==> src/rtl/interrupt_controller_pkg.sv <==
// Shared types and defaults for the 8-source interrupt controller.
// Holds the FSM state encoding, default I/O port IDs and a priority helper.
package interrupt_controller_pkg;

    typedef enum logic [1:0] {
        ST_IDLE    = 2'd0,
        ST_REQ     = 2'd1,
        ST_SERVICE = 2'd2
    } irq_state_t;

    localparam logic [7:0] MASK_PORT_ID_DEF = 8'hF0;
    localparam logic [7:0] CLR_PORT_ID_DEF  = 8'hF1;
    localparam logic [7:0] STAT_PORT_ID_DEF = 8'hF2;

    localparam int NUM_IRQ = 8;

    // Index 0 is the highest priority, so the lowest set bit wins.
    function automatic logic [2:0] lowest_set_index(input logic [7:0] vec);
        logic [2:0] idx;
        idx = 3'd0;
        for (int i = NUM_IRQ - 1; i >= 0; i--) begin
            if (vec[i]) begin
                idx = 3'(i);
            end
        end
        return idx;
    endfunction

endpackage

==> src/rtl/interrupt_controller_edge.sv <==
// One interrupt line: two-flop synchronizer followed by a rising-edge detector.
// rise is high for exactly one cycle per low-to-high transition of the synchronized input.
module irq_edge_sync
    import interrupt_controller_pkg::*;
(
    input  logic clk,
    input  logic reset,
    input  logic irq,
    output logic rise
);

    logic sync_meta;
    logic sync_q;
    logic prev_q;

    always_ff @(posedge clk) begin
        if (reset) begin
            sync_meta <= 1'b0;
            sync_q    <= 1'b0;
            prev_q    <= 1'b0;
        end else begin
            sync_meta <= irq;
            sync_q    <= sync_meta;
            prev_q    <= sync_q;
        end
    end

    // Clearing prev_q in reset makes a level held through reset count as a new edge.
    assign rise = sync_q & ~prev_q;

endmodule

==> src/rtl/interrupt_controller.sv <==
// Eight-source prioritized interrupt controller with MASK / write-1-to-clear / status ports.
// States: IDLE = nothing requested | REQ = INT raised, awaiting ack | SERVICE = handler running, awaiting RETI.
module interrupt_controller
    import interrupt_controller_pkg::*;
#(
    parameter logic [7:0] MASK_PORT_ID = MASK_PORT_ID_DEF,
    parameter logic [7:0] CLR_PORT_ID  = CLR_PORT_ID_DEF,
    parameter logic [7:0] STAT_PORT_ID = STAT_PORT_ID_DEF
) (
    input  logic       CLK,
    input  logic       RESET,
    input  logic [7:0] IRQ,
    input  logic       INT_ACK,
    input  logic       INT_DONE,
    input  logic       IO_STRB,
    input  logic [7:0] PORT_ID,
    input  logic [7:0] OUT_PORT,
    output logic       INT,
    output logic [2:0] INT_ID,
    output logic       BUSY,
    output logic [7:0] IN_DATA
);

    irq_state_t state;
    logic [7:0] mask;
    logic [7:0] pending;
    logic [7:0] pending_next;
    logic [7:0] rise_vec;
    logic [7:0] clr_vec;
    logic [7:0] masked;
    logic       mask_wr;
    logic       clr_wr;
    logic       ack_take;

    for (genvar g = 0; g < NUM_IRQ; g++) begin : g_sync
        irq_edge_sync u_edge (
            .clk   (CLK),
            .reset (RESET),
            .irq   (IRQ[g]),
            .rise  (rise_vec[g])
        );
    end

    assign mask_wr  = IO_STRB && (PORT_ID == MASK_PORT_ID);
    assign clr_wr   = IO_STRB && (PORT_ID == CLR_PORT_ID);
    assign ack_take = (state == ST_REQ) && INT_ACK;
    assign masked   = pending & mask;

    always_comb begin
        clr_vec = 8'h00;
        if (clr_wr) begin
            clr_vec = clr_vec | OUT_PORT;
        end
        if (ack_take) begin
            clr_vec = clr_vec | (8'h01 << INT_ID);
        end
    end

    // A fresh edge is ORed in after the clear so a coincident set always wins.
    assign pending_next = (pending & ~clr_vec) | rise_vec;

    always_ff @(posedge CLK) begin
        if (RESET) begin
            mask    <= 8'h00;
            pending <= 8'h00;
        end else begin
            if (mask_wr) begin
                mask <= OUT_PORT;
            end
            pending <= pending_next;
        end
    end

    always_ff @(posedge CLK) begin
        if (RESET) begin
            state  <= ST_IDLE;
            INT    <= 1'b0;
            INT_ID <= 3'd0;
            BUSY   <= 1'b0;
        end else begin
            case (state)
                ST_IDLE: begin
                    BUSY <= 1'b0;
                    if (|masked) begin
                        state  <= ST_REQ;
                        INT    <= 1'b1;
                        INT_ID <= lowest_set_index(masked);
                    end else begin
                        INT <= 1'b0;
                    end
                end
                ST_REQ: begin
                    if (INT_ACK) begin
                        state <= ST_SERVICE;
                        INT   <= 1'b0;
                        BUSY  <= 1'b1;
                    end else if (!mask[INT_ID]) begin
                        // Request withdrawn; pending bit stays so it can be re-requested later.
                        state <= ST_IDLE;
                        INT   <= 1'b0;
                    end
                end
                ST_SERVICE: begin
                    INT <= 1'b0;
                    if (INT_DONE) begin
                        state <= ST_IDLE;
                        BUSY  <= 1'b0;
                    end
                end
                default: begin
                    state <= ST_IDLE;
                    INT   <= 1'b0;
                    BUSY  <= 1'b0;
                end
            endcase
        end
    end

    assign IN_DATA = (PORT_ID == STAT_PORT_ID) ? pending : 8'h00;

endmodule
==> config.mk <==
export PLATFORM = sky130hd
export DESIGN_NAME = interrupt_controller
export DESIGN_NICKNAME = d
export VERILOG_FILES = /design/src/rtl/interrupt_controller_pkg.sv /design/src/rtl/interrupt_controller_edge.sv /design/src/rtl/interrupt_controller.sv
export SDC_FILE = /design/constraint.sdc
export NUM_CORES = 1
export LEC_CHECK = 0
export CAP_MARGIN = 25
export CORE_ASPECT_RATIO = 0.9
export CORE_MARGIN = 2
export CORE_UTILIZATION = 53
export DETAILED_ROUTE_END_ITERATION = 8
export PLACE_DENSITY_LB_ADDON = 0.08
export SETUP_SLACK_MARGIN = 0.15
export SLEW_MARGIN = 20
export SYNTH_ARGS = -nofsm -noshare
export SYNTH_HDL_FRONTEND = slang
export SYNTH_SLANG_ARGS = --single-unit
==> constraint.sdc <==
create_clock -name CLK -period 3.3 [get_ports CLK]
set_clock_uncertainty 0.2 [all_clocks]
set_input_delay 0.66 -clock CLK [delete_from_list [all_inputs] [get_ports CLK]]
set_output_delay 0.66 -clock CLK [all_outputs]
set_load 0.05 [all_outputs]
Figure 1. The clock network.
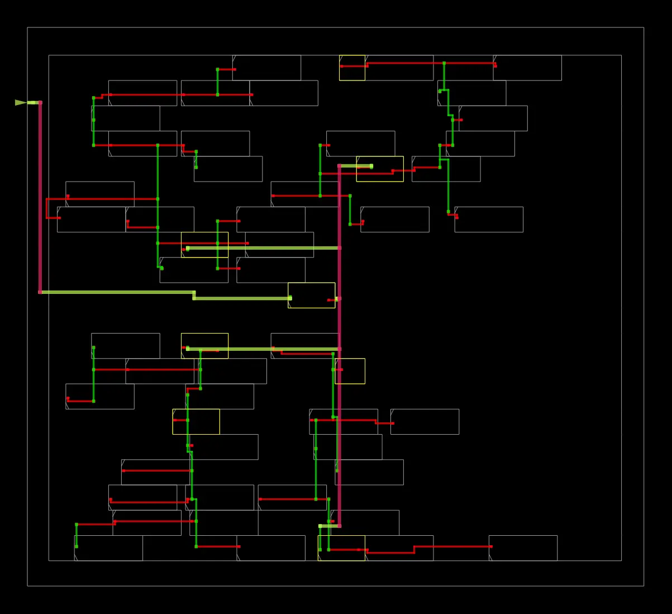
clock network latency to the later pin of the worst-skew pair: 0.30 ns
total CTS buffers: 5
number of clock-tree buffers in the layout: 6
Flops: 47
total clock network power: 0.356 mW

==> run notes <==
Per the repair_timing log after CTS, setup buffers inserted total 0. The wire length after detailed routing came out at 4100 um. The synthesized area is 0.00185 mm^2, and the final hold violation count is 0. The maximum number of buffers from clock root to sink is 2. The run gives 0 for the warning count from the yosys run. Setup repair after global routing left no endpoint under its margin.

The post-synthesis cell count from yosys was 190. The standard cell with the maximum stage delay on the critical path was clkdlybuf4s50_1. The CTS H-tree depth came out at 2. The number of antenna diodes in the final layout is 0.

The post-synthesis area per instance was 9.76 um^2; the area share of the leading cell type in the synthesized netlist was 50.7%. The largest single stage delay on the critical path is 0.45 ns. The end-of-flow timing check tallies setup violations at 0.

In this run the worst setup path begins at PORT_ID[5]. The number of nets in the layout is 263. The post-cts repair resize count is 0. The layout summary lists the proportion of cells stronger than drive strength 1 as 9.79%. The buffers plus inverters on the worst setup path was 3; the proportion of synthesized chip area in sequential cells was 50.7%. Before antenna repair, the detailed router went through 4 iterations.

The aggregate global routing overflow was 0. The post-synthesis to final-layout area growth is 34.3%. The cell family contributing the most delay on the critical path is buffers and inverters. The number of sinks handled by clock tree synthesis came out at 47. The buffer_ports step reported a buffer count of 41.

The portion of the clock cycle consumed by the worst path in the final layout is 89.9%, and the tally of unique sky130hd cells used after synthesis is 37. The remaining number of nets flagged by the antenna check after routing is 0. The CTS root buffer was clkbuf_8. The run gives 0 for the number of buffers inserted for hold repair after clock tree synthesis.

The type of the worst setup path is input pin to output port. Per the post-synthesis report, the number of cells in the design is 190. The synthesized design contains 47 register bits. For the worst reg-to-reg path, the startpoint reported by OpenROAD is INT_ID[1]. The run gives 1568 as the total via count in the routed design.

The synthesis report gives the async set-or-reset register share as 0%. The number of global-route vias before repair was 1443. Cells fill 74.3% of the core in the end. The worst setup path is captured at an output port. The highest clock frequency the design can meet was 0.337 GHz.

TritonRoute reported its final design rule violation total as 0. The run gives 2920 um for the placed wire-length estimate. The critical path maximum fanout is 8. At the pin with the least slew margin, the transition time is 0.717 ns. The count of pins over their slew limit came out at 0.

The die is 60.1 um tall. The worst vdd rail ir drop is 316 uV. Global routing used 22.6% of the available tracks across all layers. The number of antenna violations at the first check in global routing is 0, and the count of warning messages emitted by the tools is 26.

STA classifies the critical path startpoint as an input pin. TritonCTS built the clock tree. For this block, the initial DRC count from the detailed router was 99. Row generation in the floorplan step produced 20 rows. The first global-routing pass estimated 6710 um of wire.

The tools report the floorplan utilization as 55.3%. The area of the placeable core is 0.00335 mm^2. STA lists the startpoint of the worst hold path as g_sync[0].u_edge.prev_q. The run gives 2.11 ns for the critical path data arrival time. The run gives 0.00185 mm^2 for the post-synthesis chip area from yosys. The commonest register cell is dfxtp_1.

RePlAce ended its routability-driven mode at a weighted congestion of 0.901. Counting I/O delays and the setup requirement, the final critical path takes 2.97 ns. The run gives 5.62 for the number of vias per cell.

In this run, synthesis inferred 0 flip-flops with an integrated enable. Sorting the synthesized cells by how often they occur yields dfxtp_1 (47), nor2b_1 (28), nand2_1 (18). The worst pin sits at a relative slew slack of 51.9%. The number of nets in the synthesized netlist was 219. The floorplan die width was 66.4 um; the I/O pin count was 42.

The path class of the tightest hold or removal check is flip-flop to flip-flop. The final layout reports a setup TNS of 0 ns. The leakage power in the latest report is 0.957 nW.

The run gives 0 for the number of maximum-capacitance constraint violations. Power spread over the standard cell area amounts to 410 mW/mm^2. The run gives 40 as the largest net degree at the start of global routing. Looking at the gate-level netlist, the highest instance count belongs to dfxtp_1. The registers of the reported paths see a clock transition of 0.08 ns.

The overall chip area came out at 0.00399 mm^2. The run finished with clean final reports. In this run the critical path is formed by clkdlybuf4s50_1, nand4_1, nor3_1, buf_4, and3_1, buf_12.

The average detailed-routed wire length per instance is 14.7 um. Sorting the synthesized cells by area gives the leading types as dfxtp_1 (51%), nor2b_1 (9.4%), mux2i_1 (5.4%), nand2_1 (3.6%), nor2_1 (2.8%). Summed over all instances, the cell type with the most area after synthesis is dfxtp_1. The tools report the required time of the worst setup path as 2.44 ns.
Figure 2. Clock network drawn from the DEF.
The bar under the picture is 20 um long.
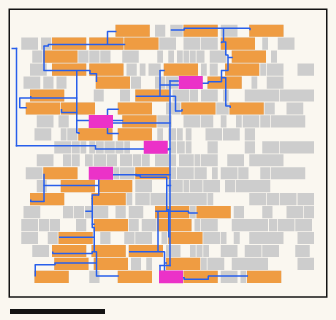
flip-flops -> orange  # count 47
clock wires -> blue  # length 454 um
clock drivers -> magenta  # count 5
routed clock nets = 6

[state kept, by name, summed over array words and instances (netlist names)]
signal	count
g_sync.u_edge.prev_q	8
g_sync.u_edge.sync_meta	8
g_sync.u_edge.sync_q	8
mask	8
pending	8
INT_ID	3
state	2
BUSY	1
INT	1
[final timing paths]
| kind | endpoint | slack, ns | cells after the start |
|---|---|---|---|
| setup / recovery | IN_DATA[1] | 0.33 | 6 |
| hold / removal | pending[0] | 0.23 | 1 |
| setup reg to reg | state[0] | 1.45 | 4 |
| hold reg to reg | pending[0] | 0.23 | 1 |
[final cells by class]
| type | count | area (um^2) |
|---|---|---|
| Sequential cell | 47 | 941 |
| Fill cell | 243 | 863 |
| Multi-Input combinational cell | 127 | 852 |
| Timing Repair Buffer | 43 | 505 |
| Clock buffer | 6 | 82.6 |
| Tap cell | 44 | 55.1 |
| Inverter | 10 | 37.5 |
| Clock inverter | 2 | 16.3 |
[report_power, final]
part / switching, mW / leakage, nW / internal, mW
clock network: 0.185 / 0.0474 / 0.171
registers: 0.00858 / 0.384 / 0.584
logic: 0.0271 / 0.526 / 0.0443
total: 0.221 / 0.957 / 0.799
[cell usage in the layout (no fill, tap or decap), types with 6 or more instances in the layout]
cell type,instances
and3_1,8
nor2_1,14
inv_1,9
clkbuf_8,6
clkdlybuf4s50_1,33
buf_12,8
nand2_1,18
dfxtp_1,47
mux2i_1,10
nor2b_1,28
[per-stage QoR]
stage               area, um^2  instances  total power [mW]  setup slack, ns  hold slack (ns)
finish                    2490        279              1.02            0.334            0.233
global route              2490        279              1.06            0.223            0.257
CTS                       2490        279              1.03            0.314            0.234
detailed placement        2390        271             0.677            0.313            0.219
global placement          2390        271             0.674            0.386            0.210
floorplan                 1850        190             0.632            0.617            0.199
[layer usage]
layer,global-route usage (%),share of wire [%]
met5,0,0
met4,9.33,1.9
met3,6.59,9.5
met2,35.9,45
met1,29.0,43
[cell families (layout without fill, tap and decap cells)]
group | count (synthesis) | in the layout | synth area share (%)
AND/OR/NAND/NOR | 84 | 84 | 25.8
multiplexers | 11 | 11 | 6.61
buffers and inverters | 16 | 61 | 3.31
flip-flops | 47 | 47 | 50.7
AND-OR/OR-AND | 32 | 32 | 13.6
Power and IR drop assume default switching activity.
